power_grid.png
Pins as bars on the die edge. Tap cells in grey.
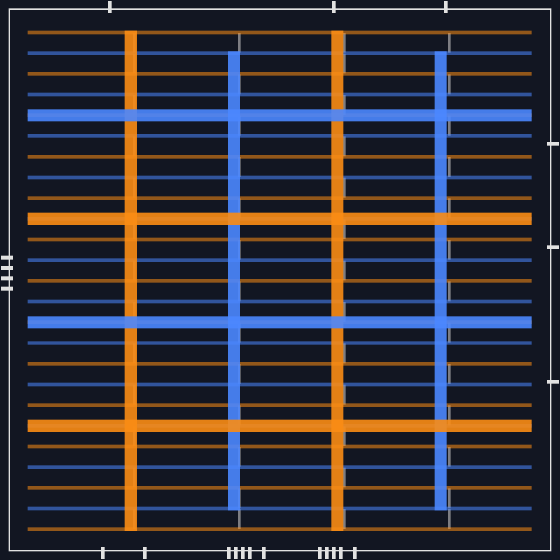
placement.png
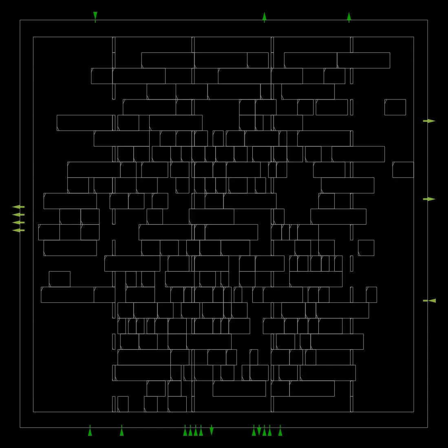
==> src/rtl/freq_meter.sv <==
// Gated edge counter: counts synchronized rising edges of sig_in over a
// programmable window of gate_len clk cycles and reports the result with a done pulse.
module freq_meter #(
  parameter int CNT_W  = 8,
  parameter int GATE_W = 8
) (
  input  logic              clk,
  input  logic              rst,
  input  logic              sig_in,
  input  logic              start,
  input  logic [GATE_W-1:0] gate_len,
  output logic              busy,
  output logic              done,
  output logic [CNT_W-1:0]  count
);

  localparam logic [1:0] IDLE = 2'd0;
  localparam logic [1:0] GATE = 2'd1;
  localparam logic [1:0] DONE = 2'd2;

  logic [1:0]        state_q, state_d;
  logic              s1_q, s2_q, s3_q;
  logic              rise;
  logic [GATE_W-1:0] gc_q, gc_d;
  logic [CNT_W-1:0]  acc_q, acc_d;
  logic [CNT_W-1:0]  acc_inc;
  logic [CNT_W-1:0]  count_q, count_d;

  // sig_in is asynchronous: two flops for metastability, a third for edge history.
  always_ff @(posedge clk or negedge rst) begin
    if (!rst) begin
      s1_q <= 1'b0;
      s2_q <= 1'b0;
      s3_q <= 1'b0;
    end else begin
      s1_q <= sig_in;
      s2_q <= s1_q;
      s3_q <= s2_q;
    end
  end

  assign rise    = s2_q & ~s3_q;
  assign acc_inc = (rise && (acc_q != {CNT_W{1'b1}})) ? acc_q + CNT_W'(1) : acc_q;

  always_comb begin
    state_d = state_q;
    gc_d    = gc_q;
    acc_d   = acc_q;
    count_d = count_q;
    case (state_q)
      IDLE: begin
        if (start) begin
          gc_d  = gate_len;
          acc_d = '0;
          if (gate_len != '0) begin
            state_d = GATE;
          end else begin
            state_d = DONE;
            count_d = '0;
          end
        end
      end
      GATE: begin
        gc_d  = gc_q - GATE_W'(1);
        acc_d = acc_inc;
        // Last window cycle: publish the count including this cycle's rise.
        if (gc_q == GATE_W'(1)) begin
          state_d = DONE;
          count_d = acc_inc;
        end
      end
      DONE: begin
        state_d = IDLE;
      end
      default: begin
        state_d = IDLE;
      end
    endcase
  end

  always_ff @(posedge clk or negedge rst) begin
    if (!rst) begin
      state_q <= IDLE;
      gc_q    <= '0;
      acc_q   <= '0;
      count_q <= '0;
    end else begin
      state_q <= state_d;
      gc_q    <= gc_d;
      acc_q   <= acc_d;
      count_q <= count_d;
    end
  end

  assign busy  = (state_q != IDLE);
  assign done  = (state_q == DONE);
  assign count = count_q;

endmodule

==> config.mk <==
export PLATFORM = sky130hd
export DESIGN_NAME = freq_meter
export DESIGN_NICKNAME = d
export VERILOG_FILES = /design/src/rtl/freq_meter.sv
export SDC_FILE = /design/constraint.sdc
export NUM_CORES = 1
export LEC_CHECK = 0
export CAP_MARGIN = 10
export CORE_MARGIN = 2
export CORE_UTILIZATION = 35
export DETAILED_ROUTE_END_ITERATION = 6
export GPL_TIMING_DRIVEN = 0
export MAX_ROUTING_LAYER = met4
export PLACE_DENSITY = 0.59
export SLEW_MARGIN = 10
export SYNTH_ARGS = -nofsm -noshare
export SYNTH_HDL_FRONTEND = slang
export SYNTH_SLANG_ARGS = --single-unit
==> constraint.sdc <==
create_clock -name clk -period 1.77 [get_ports clk]
set_input_delay 0.4425 -clock clk [delete_from_list [all_inputs] [get_ports clk]]
set_output_delay 0.4425 -clock clk [all_outputs]
set_load 0.005 [all_outputs]
==> out/metrics.sh <==
TRANSITION_TIME_AT_THE_PIN_WITH_THE_LEAST_SLEW_MARGIN_NS=0.650
END_KIND='flop'
WORST_HOLD_PATH_TYPE='in -> async'
FINALSETUPVIOLCOUNT=4
SYN_INST=151
SOURCE_OF_THE_CRITICAL_TIMING_PATH='gc_q[1]$_DFFE_PN0P_'
SYNTHMUXAREASHARE=0.0574
POST_CTS_HOLD_BUFFER_COUNT=0
SYN_AVG_CELL_AREA_UM2=10.4
SETUP-TNS-FINAL_NS=-0.0597
PATH_CLASS='reg -> reg'
TOP_SIGNAL_LAYER_USED='met4'
CP-START-KIND='flop'
SYNTH.YOSYS.SEQ_AREA_SHARE=0.463
PORT-BUFFER-COUNT=20
FLOORPLAN.IO_PINS=22
TIMING.CLOCK.SKEW_NS=0.00474
PLACE_HPWL_UM=2570
DESIGN.FINAL.NETS=206
GP_CONGESTION=0.885
SYNTHMOSTINSTANTIATEDCELL='sky130_fd_sc_hd__dfrtp_1'
STATUS='finished with violations'
DIE_HEIGHT_UM=71.0
LOG.WARNING_COUNT=29
MAX_SLEW_MARGIN=0.567
NETLIST_TOP_CELLS_AREA='sky130_fd_sc_hd__dfrtp_1 (46%), sky130_fd_sc_hd__mux2_4 (3.8%), sky130_fd_sc_hd__a21oi_1 (3.5%), sky130_fd_sc_hd__a21o_1 (2.9%), sky130_fd_sc_hd__o22a_1 (2.8%)'
FLOORPLAN.INITIALDENSITY=0.363
DETAILROUTE.VIA_COUNT=1410
H-TREE-DEPTH=2
YOSYS-STAT-CELLS=151
POSTSYNTHREGISTERBITS=29
FINAL_ANTENNA_NET_COUNT=0
DRCVIOLATIONCOUNT=0
POSTCTSSETUPREPAIRBUFS=6
FIRST_GLOBAL_VIAS=1316
LAYOUT_TOP_CELL_EXCL_FILL_TAP='sky130_fd_sc_hd__dfrtp_1'
SYNTH-MAIN-FF-CELL='sky130_fd_sc_hd__dfrtp_1'
VIOLATIONS='negative setup slack'
YOSYS.AREA_SHARE.ADDER=0.0239
CTS_ROOT_BUFFER='sky130_fd_sc_hd__clkbuf_8'
CTS_SINK_COUNT=29
CTS_MAX_PATH_BUFFERS=2
FF2FF_PATH_DEPTH=7
POSTLAYOUTSETUPSLACKWORST_NS=-0.0180
GRT_PASS1_WL_UM=6280
About power_grid.png:
[orange] VSS
[blue] VDD
met4 straps: 4
met5 straps: 4
tap cells: 52
signal pins: 22
rows: 24

About placement.png:
number of fill cells in the layout: 406
std cell rows: 24
Final Util: 0.493
sequential portion of the cell area: 0.344
Post-Layout Cell Count: 244

==> where the power goes <==
part | leakage (µW) | switching (µW) | total (µW) | internal (µW)
clock network | 0.0000450 | 258 | 530 | 272
logic | 0.000515 | 632 | 1280 | 652
registers | 0.000364 | 246 | 1060 | 817
==> worst max-delay path, cell delays in order (launching register included) <==
cell                      delay (ns)
sky130_fd_sc_hd__dfrtp_1        0.40
sky130_fd_sc_hd__inv_2          0.09
sky130_fd_sc_hd__ha_4           0.12
sky130_fd_sc_hd__nor3b_4        0.20
sky130_fd_sc_hd__a21oi_2        0.09
sky130_fd_sc_hd__or3_4          0.37
sky130_fd_sc_hd__inv_6          0.10
sky130_fd_sc_hd__mux2_4         0.30
==> routing by layer <==
layer	up-vias	track usage
met5	-	-
met3	7	0.0456
li1	658	-
met4	0	0.0713
met2	39	0.243
met1	706	0.217
==> per-stage QoR <==
step                      std cells  power [µW]  instance area [µm²]  worst slack [ns]
after floorplan                 151        1710                 1570           0.00326
after global placement          223        1990                 1840            -0.681
after detailed placement        223        2020                 1830            -0.668
after CTS                       237        2690                 2010           -0.0353
final                           244        2880                 2130           -0.0180
after global routing            244        3100                 2130           -0.0900
==> flip-flops by register name (all words and copies together) (netlist names) <==
register	cells
acc_q	8
count	8
gc_q	8
s1_q	1
s2_q	1
s3_q	1
state_q	2
==> final cells by class <==
class	instances	area (µm²)
Buffer	4	27.5
Clock buffer	6	72.6
Clock inverter	2	10.0
Fill cell	406	2190
Inverter	6	32.5
Multi-Input combinational cell	112	910
Sequential cell	29	733
Tap cell	52	65.1
Timing Repair Buffer	33	282
Power and IR drop assume default switching activity.
